### config.mk
export PLATFORM = sky130hd
export DESIGN_NAME = mem_stage_ctrl_flat
export DESIGN_NICKNAME = d
export VERILOG_FILES = /design/src/rtl/mem_stage_pkg.sv /design/src/rtl/mem_stage_ctrl_if.sv /design/src/rtl/mem_handshake_fsm.sv /design/src/rtl/mem_stage_ctrl.sv /design/src/flat_wrapper.sv
export SDC_FILE = /design/constraint.sdc
export NUM_CORES = 1
export LEC_CHECK = 0
export CAP_MARGIN = 25
export CORE_AREA = 2 2 150 152
export CTS_CLUSTER_DIAMETER = 50
export CTS_CLUSTER_SIZE = 30
export DETAILED_ROUTE_END_ITERATION = 8
export DIE_AREA = 0 0 152 154
export GPL_ROUTABILITY_DRIVEN = 1
export GPL_TIMING_DRIVEN = 0
export PLACE_DENSITY = 0.69
export SLEW_MARGIN = 20
export SYNTH_ARGS = -nofsm -noshare
export SYNTH_HDL_FRONTEND = slang
export SYNTH_HIERARCHICAL = 1
export SYNTH_SLANG_ARGS = --single-unit
export TNS_END_PERCENT = 50
### constraint.sdc
create_clock -name clk -period 4.24 [get_ports clk]
set_input_delay 1.272 -clock clk [delete_from_list [all_inputs] [get_ports clk]]
set_output_delay 1.272 -clock clk [all_outputs]
set_load 0.1 [all_outputs]
### src/rtl/mem_stage_pkg.sv
// Shared types and constants for the MEM stage controller.
// Latency: n/a (declarations only).
// Backpressure: n/a.
// Contents: default widths, handshake FSM state codes, write-back source select.
package mem_stage_pkg;

  localparam int DW_DEFAULT = 32;
  localparam int RW_DEFAULT = 5;

  // Handshake FSM state codes; kept as plain 1-bit constants so older
  // blocks that compare against raw state bits keep working.
  localparam logic [0:0] ST_IDLE = 1'b0;
  localparam logic [0:0] ST_WAIT = 1'b1;

  // Source of the MEM/WB write-back value.
  typedef enum logic [1:0] {
    WB_SEL_ALU = 2'd0,
    WB_SEL_MEM = 2'd1,
    WB_SEL_PC  = 2'd2
  } wb_sel_e;

  // Link address beats memory data, which beats the ALU result.
  function automatic wb_sel_e wb_select(input logic alu_mem_or_pc, input logic alu_or_mem);
    if (alu_mem_or_pc) begin
      return WB_SEL_PC;
    end
    if (alu_or_mem) begin
      return WB_SEL_MEM;
    end
    return WB_SEL_ALU;
  endfunction

endpackage

### src/rtl/mem_stage_ctrl_if.sv
// Data-memory request/acknowledge bundle between the MEM stage and the memory.
// Latency: n/a (wires only).
// Backpressure: the memory holds off completion by withholding dmem_ack.
// Signals: dmem_req/we/addr/wdata (stage -> memory), dmem_ack/rdata (memory -> stage).
interface mem_stage_ctrl_if #(
  parameter int DW = mem_stage_pkg::DW_DEFAULT
);
  logic          dmem_req;
  logic          dmem_we;
  logic [DW-1:0] dmem_addr;
  logic [DW-1:0] dmem_wdata;
  logic          dmem_ack;
  logic [DW-1:0] dmem_rdata;

  modport master (
    output dmem_req, dmem_we, dmem_addr, dmem_wdata,
    input  dmem_ack, dmem_rdata
  );

  modport slave (
    input  dmem_req, dmem_we, dmem_addr, dmem_wdata,
    output dmem_ack, dmem_rdata
  );
endinterface

### src/rtl/mem_handshake_fsm.sv
// Req/ack sequencer for one data-memory access, with timeout and sticky bus error.
// Latency: request is combinational from the op bits; completes in the ack cycle.
// Backpressure: stall stays high until ack (or timeout) while a request is open.
// Ports: clk/reset; mem_rd/mem_wr/addr_in/wdata_in from EX/MEM; dmem master bundle;
//        stall, acc_done (ack cycle), timeout (abort cycle), bus_error (sticky).
module mem_handshake_fsm
  import mem_stage_pkg::*;
#(
  parameter int DW          = DW_DEFAULT,
  parameter int MEM_TIMEOUT = 16,
  parameter int CNT_W       = 5
) (
  input  logic             clk,
  input  logic             reset,
  input  logic             mem_rd,
  input  logic             mem_wr,
  input  logic [DW-1:0]    addr_in,
  input  logic [DW-1:0]    wdata_in,
  mem_stage_ctrl_if.master dmem,
  output logic             stall,
  output logic             acc_done,
  output logic             timeout,
  output logic             bus_error
);

  localparam bit              TO_EN   = (MEM_TIMEOUT != 0);
  localparam logic [CNT_W-1:0] TO_LAST = (MEM_TIMEOUT == 0) ? '0 : CNT_W'(MEM_TIMEOUT - 1);

  logic [0:0]       state_q, state_d;
  logic [CNT_W-1:0] cnt_q, cnt_d;
  logic             bus_error_q, bus_error_d;
  logic [DW-1:0]    addr_q, addr_d;
  logic [DW-1:0]    wdata_q, wdata_d;
  logic             we_q, we_d;

  logic             req;
  logic             we;
  logic [DW-1:0]    addr;
  logic [DW-1:0]    wdata;

  always_comb begin
    state_d     = state_q;
    cnt_d       = cnt_q;
    bus_error_d = bus_error_q;
    addr_d      = addr_q;
    wdata_d     = wdata_q;
    we_d        = we_q;
    req         = 1'b0;
    we          = 1'b0;
    addr        = '0;
    wdata       = '0;
    acc_done    = 1'b0;
    timeout     = 1'b0;

    case (state_q)
      ST_IDLE: begin
        if (mem_rd | mem_wr) begin
          req   = 1'b1;
          we    = mem_wr;
          addr  = addr_in;
          wdata = wdata_in;
          if (dmem.dmem_ack) begin
            // Same-cycle completion: no WAIT visit, no stall.
            acc_done = 1'b1;
          end else begin
            // Snapshot the request so the bus stays stable in WAIT
            // independent of what the upstream register does.
            state_d = ST_WAIT;
            cnt_d   = '0;
            addr_d  = addr_in;
            wdata_d = wdata_in;
            we_d    = mem_wr;
          end
        end
      end
      default: begin
        req   = 1'b1;
        we    = we_q;
        addr  = addr_q;
        wdata = wdata_q;
        cnt_d = cnt_q + CNT_W'(1);
        if (dmem.dmem_ack) begin
          acc_done = 1'b1;
          state_d  = ST_IDLE;
          cnt_d    = '0;
        end else if (TO_EN && (cnt_q == TO_LAST)) begin
          // Last allowed WAIT cycle: abort. The pipeline is released in this
          // cycle so the faulting op retires (as a bubble) instead of retrying.
          timeout     = 1'b1;
          state_d     = ST_IDLE;
          cnt_d       = '0;
          bus_error_d = 1'b1;
        end
      end
    endcase
  end

  always_ff @(negedge clk or negedge reset) begin
    if (!reset) begin
      state_q     <= ST_IDLE;
      cnt_q       <= '0;
      bus_error_q <= 1'b0;
      addr_q      <= '0;
      wdata_q     <= '0;
      we_q        <= 1'b0;
    end else begin
      state_q     <= state_d;
      cnt_q       <= cnt_d;
      bus_error_q <= bus_error_d;
      addr_q      <= addr_d;
      wdata_q     <= wdata_d;
      we_q        <= we_d;
    end
  end

  // Combinational outputs are gated by reset so an open request drops the
  // instant reset asserts, even while EX/MEM still presents a memory op.
  assign dmem.dmem_req   = req & reset;
  assign dmem.dmem_we    = we & reset;
  assign dmem.dmem_addr  = reset ? addr : '0;
  assign dmem.dmem_wdata = reset ? wdata : '0;
  assign stall           = req & ~acc_done & ~timeout & reset;
  assign bus_error       = bus_error_q;

endmodule

### src/rtl/mem_stage_ctrl.sv
// MEM stage control: branch/jump redirect, data-memory handshake, MEM/WB register.
// Latency: EX/MEM -> MEM/WB one falling edge; memory ops one edge after ack.
// Backpressure: stall freezes upstream stages while a memory access is open.
// Ports: clk/reset; in_* EX/MEM fields; dmem master bundle; stall, pc_redirect,
//        pc_target, flush, bus_error; wb_RegWrite/wb_WriteRegister/wb_WriteData.
module mem_stage_ctrl
  import mem_stage_pkg::*;
#(
  parameter int DW          = DW_DEFAULT,
  parameter int RW          = RW_DEFAULT,
  parameter int MEM_TIMEOUT = 16,
  parameter int CNT_W       = 5
) (
  input  logic             clk,
  input  logic             reset,
  input  logic             in_Zero,
  input  logic [DW-1:0]    in_ALUResult,
  input  logic [DW-1:0]    in_ReadData1,
  input  logic [DW-1:0]    in_WriteData,
  input  logic [DW-1:0]    in_JumpAddress,
  input  logic [DW-1:0]    in_BranchAddress,
  input  logic [DW-1:0]    in_PC_4,
  input  logic [RW-1:0]    in_WriteRegister,
  input  logic             in_CtrlRegWrite,
  input  logic             in_CtrlJump,
  input  logic             in_CtrlMemRead,
  input  logic             in_CtrlMemWrite,
  input  logic             in_CtrlALUOrMem,
  input  logic             in_CtrlBranchEquals,
  input  logic             in_CtrlBranchNotEquals,
  input  logic             in_CtrlRegisterOrPC,
  input  logic             in_CtrlALUMemOrPC,
  mem_stage_ctrl_if.master dmem,
  output logic             stall,
  output logic             pc_redirect,
  output logic [DW-1:0]    pc_target,
  output logic             flush,
  output logic             bus_error,
  output logic             wb_RegWrite,
  output logic [RW-1:0]    wb_WriteRegister,
  output logic [DW-1:0]    wb_WriteData
);

  logic          mem_done;
  logic          mem_timeout;
  logic          take;
  logic [DW-1:0] target;
  logic [DW-1:0] mem_data;
  logic [DW-1:0] wb_data;

  logic          wb_reg_write_q, wb_reg_write_d;
  logic [RW-1:0] wb_write_register_q, wb_write_register_d;
  logic [DW-1:0] wb_write_data_q, wb_write_data_d;

  mem_handshake_fsm #(
    .DW          (DW),
    .MEM_TIMEOUT (MEM_TIMEOUT),
    .CNT_W       (CNT_W)
  ) u_handshake (
    .clk       (clk),
    .reset     (reset),
    .mem_rd    (in_CtrlMemRead),
    .mem_wr    (in_CtrlMemWrite),
    .addr_in   (in_ALUResult),
    .wdata_in  (in_WriteData),
    .dmem      (dmem),
    .stall     (stall),
    .acc_done  (mem_done),
    .timeout   (mem_timeout),
    .bus_error (bus_error)
  );

  // Jump wins over branch when both are flagged.
  always_comb begin
    take = (in_CtrlBranchEquals & in_Zero) | (in_CtrlBranchNotEquals & ~in_Zero) | in_CtrlJump;
    if (in_CtrlJump) begin
      target = in_CtrlRegisterOrPC ? in_ReadData1 : in_JumpAddress;
    end else begin
      target = in_BranchAddress;
    end
  end

  // A redirect while stalled would be re-issued on every held cycle, so it
  // is only raised once the op is actually leaving EX/MEM.
  assign pc_redirect = take & ~stall & reset;
  assign flush       = take & ~stall & reset;
  assign pc_target   = (reset & ~stall) ? target : '0;

  // Read data is only meaningful in the ack cycle; elsewhere it reads as 0.
  assign mem_data = mem_done ? dmem.dmem_rdata : '0;

  always_comb begin
    wb_data = in_ALUResult;
    case (wb_select(in_CtrlALUMemOrPC, in_CtrlALUOrMem))
      WB_SEL_PC:  wb_data = in_PC_4;
      WB_SEL_MEM: wb_data = mem_data;
      default:    wb_data = in_ALUResult;
    endcase
  end

  // Stall and timeout both retire a bubble: write enable drops, payload holds.
  always_comb begin
    wb_reg_write_d      = 1'b0;
    wb_write_register_d = wb_write_register_q;
    wb_write_data_d     = wb_write_data_q;
    if (!stall && !mem_timeout) begin
      wb_reg_write_d      = in_CtrlRegWrite;
      wb_write_register_d = in_WriteRegister;
      wb_write_data_d     = wb_data;
    end
  end

  always_ff @(negedge clk or negedge reset) begin
    if (!reset) begin
      wb_reg_write_q      <= 1'b0;
      wb_write_register_q <= '0;
      wb_write_data_q     <= '0;
    end else begin
      wb_reg_write_q      <= wb_reg_write_d;
      wb_write_register_q <= wb_write_register_d;
      wb_write_data_q     <= wb_write_data_d;
    end
  end

  assign wb_RegWrite      = wb_reg_write_q;
  assign wb_WriteRegister = wb_write_register_q;
  assign wb_WriteData     = wb_write_data_q;

endmodule

### src/flat_wrapper.sv
// flat-port wrapper written by rule: the top's interface ports become plain ports
module mem_stage_ctrl_flat import mem_stage_pkg::*;
#(
  parameter int DW          = DW_DEFAULT,
  parameter int RW          = RW_DEFAULT,
  parameter int MEM_TIMEOUT = 16,
  parameter int CNT_W       = 5
)
  (clk, reset, in_Zero, in_ALUResult, in_ReadData1, in_WriteData, in_JumpAddress, in_BranchAddress, in_PC_4, in_WriteRegister, in_CtrlRegWrite, in_CtrlJump, in_CtrlMemRead, in_CtrlMemWrite, in_CtrlALUOrMem, in_CtrlBranchEquals, in_CtrlBranchNotEquals, in_CtrlRegisterOrPC, in_CtrlALUMemOrPC, stall, pc_redirect, pc_target, flush, bus_error, wb_RegWrite, wb_WriteRegister, wb_WriteData, dmem_dmem_req, dmem_dmem_we, dmem_dmem_addr, dmem_dmem_wdata, dmem_dmem_ack, dmem_dmem_rdata);
  mem_stage_ctrl_if #(.DW(DW)) dmem_i ();
  input  logic clk;
  input  logic reset;
  input  logic in_Zero;
  input  logic [DW-1:0] in_ALUResult;
  input  logic [DW-1:0] in_ReadData1;
  input  logic [DW-1:0] in_WriteData;
  input  logic [DW-1:0] in_JumpAddress;
  input  logic [DW-1:0] in_BranchAddress;
  input  logic [DW-1:0] in_PC_4;
  input  logic [RW-1:0] in_WriteRegister;
  input  logic in_CtrlRegWrite;
  input  logic in_CtrlJump;
  input  logic in_CtrlMemRead;
  input  logic in_CtrlMemWrite;
  input  logic in_CtrlALUOrMem;
  input  logic in_CtrlBranchEquals;
  input  logic in_CtrlBranchNotEquals;
  input  logic in_CtrlRegisterOrPC;
  input  logic in_CtrlALUMemOrPC;
  output logic stall;
  output logic pc_redirect;
  output logic [DW-1:0] pc_target;
  output logic flush;
  output logic bus_error;
  output logic wb_RegWrite;
  output logic [RW-1:0] wb_WriteRegister;
  output logic [DW-1:0] wb_WriteData;
  output wire logic [$bits(dmem_i.dmem_req)-1:0] dmem_dmem_req;
  output wire logic [$bits(dmem_i.dmem_we)-1:0] dmem_dmem_we;
  output wire logic [$bits(dmem_i.dmem_addr)-1:0] dmem_dmem_addr;
  output wire logic [$bits(dmem_i.dmem_wdata)-1:0] dmem_dmem_wdata;
  input wire logic [$bits(dmem_i.dmem_ack)-1:0] dmem_dmem_ack;
  input wire logic [$bits(dmem_i.dmem_rdata)-1:0] dmem_dmem_rdata;
  assign dmem_dmem_req = dmem_i.dmem_req;
  assign dmem_dmem_we = dmem_i.dmem_we;
  assign dmem_dmem_addr = dmem_i.dmem_addr;
  assign dmem_dmem_wdata = dmem_i.dmem_wdata;
  assign dmem_i.dmem_ack = dmem_dmem_ack;
  assign dmem_i.dmem_rdata = dmem_dmem_rdata;
  mem_stage_ctrl #(.DW(DW), .RW(RW), .MEM_TIMEOUT(MEM_TIMEOUT), .CNT_W(CNT_W)) u_core (.clk(clk), .reset(reset), .in_Zero(in_Zero), .in_ALUResult(in_ALUResult), .in_ReadData1(in_ReadData1), .in_WriteData(in_WriteData), .in_JumpAddress(in_JumpAddress), .in_BranchAddress(in_BranchAddress), .in_PC_4(in_PC_4), .in_WriteRegister(in_WriteRegister), .in_CtrlRegWrite(in_CtrlRegWrite), .in_CtrlJump(in_CtrlJump), .in_CtrlMemRead(in_CtrlMemRead), .in_CtrlMemWrite(in_CtrlMemWrite), .in_CtrlALUOrMem(in_CtrlALUOrMem), .in_CtrlBranchEquals(in_CtrlBranchEquals), .in_CtrlBranchNotEquals(in_CtrlBranchNotEquals), .in_CtrlRegisterOrPC(in_CtrlRegisterOrPC), .in_CtrlALUMemOrPC(in_CtrlALUMemOrPC), .dmem(dmem_i), .stall(stall), .pc_redirect(pc_redirect), .pc_target(pc_target), .flush(flush), .bus_error(bus_error), .wb_RegWrite(wb_RegWrite), .wb_WriteRegister(wb_WriteRegister), .wb_WriteData(wb_WriteData));
endmodule
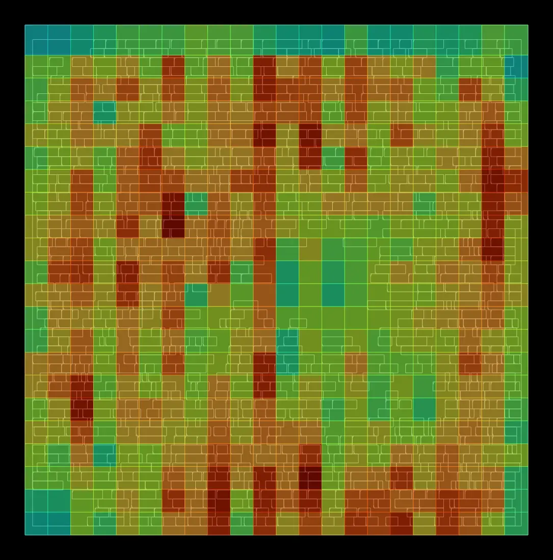
*Track usage over the die*
post-DR wirelength/cell: 24.0 um
final core utilization: 0.734
met1 Use GR: 0.313

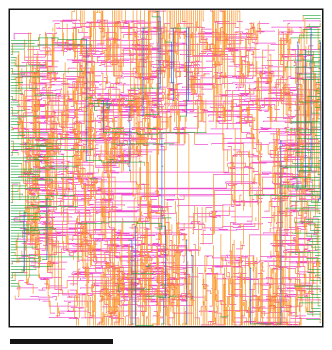
*Signal wires by layer*
Bar = 50 um.
Key: orange = M2 [wire length 17,400 um]; blue = M4 [wire length 1,080 um]; magenta = M1 [wire length 12,600 um]; green = M3 [wire length 2,150 um]
via count: 7,342
GRT Util Overall: 0.270
drt total wl: 33.3 mm

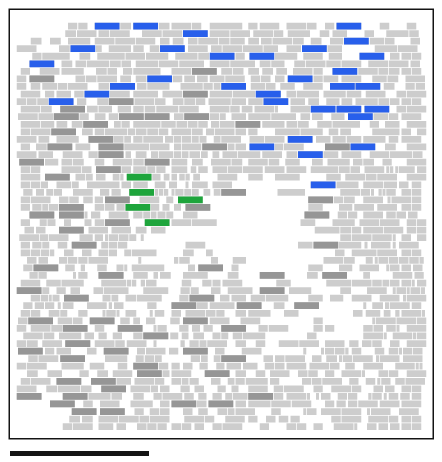
*Where the registers sit*
Bar = 50 um.
Key: blue = u_core/u_handshake/wdata_q [flops 32]; green = u_core/u_handshake/cnt_q [flops 5]
sequential cell area share: 0.173
Seq power: 1.39 mW
register area: 2750 um2

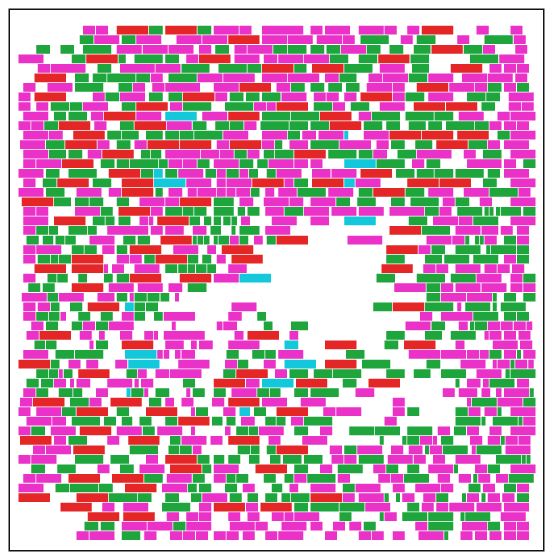
*Cells colored by class*
Key: cyan = clock drivers and dummy loads [cells 16]; green = remaining logic cells [cells 459]; red = registers [cells 110]; magenta = remaining buffers and delay cells [cells 520]

==> results.toml <==
# yosys + openroad results
[min_path]
min_delay_path_depth = 1

[finish]
num-nonclk-inverters = 3
logic_area_um2 = 5500
fin_nets = 1343
drive_gt1_frac = 0.469

[global_routing]
met2_usage = 0.479
first_global_vias = 7860

[final_timing]
setup_ws_ns = -1.60
finalSetupViolations = 243
hold_ws_ns = 0.428

[power]
pwr-share-clk = 0.163
clk-power_uw = 833

[flow_run]
warnings = 29

[synthesis]
top_logic_kind = "multiplexers"
common_cells = "dfrtn_1 (110), nor2_1 (100), mux2i_1 (98), mux2_4 (50)"
synth.cell_area_um2 = 7180
most_common_cell = "dfrtn_1"
top_area_frac = 0.383
edf_count = 0
syn_area_per_cell_um2 = 11.2

[setup_path]
critPathMaxFanout = 7
critPathKind = "reg -> out"
rr_endpoint = "u_core/wb_WriteData[29]$_DFFE_NN0P_"
r2r_start = "u_core/u_handshake/cnt_q[0]$_DFFE_NN0P_"
cp.depth = 10
crit_start = "u_core/u_handshake/cnt_q[0]$_DFFE_NN0P_"

[clock_tree]
cts_htree_levels = 3
root_buffer = "clkbuf_16"

[run_status]
outcome = "finished with violations"
violations = "setup timing"

[die]
fp_util = 0.331
Power figures rest on the tool's default switching activity, not on a simulated workload.
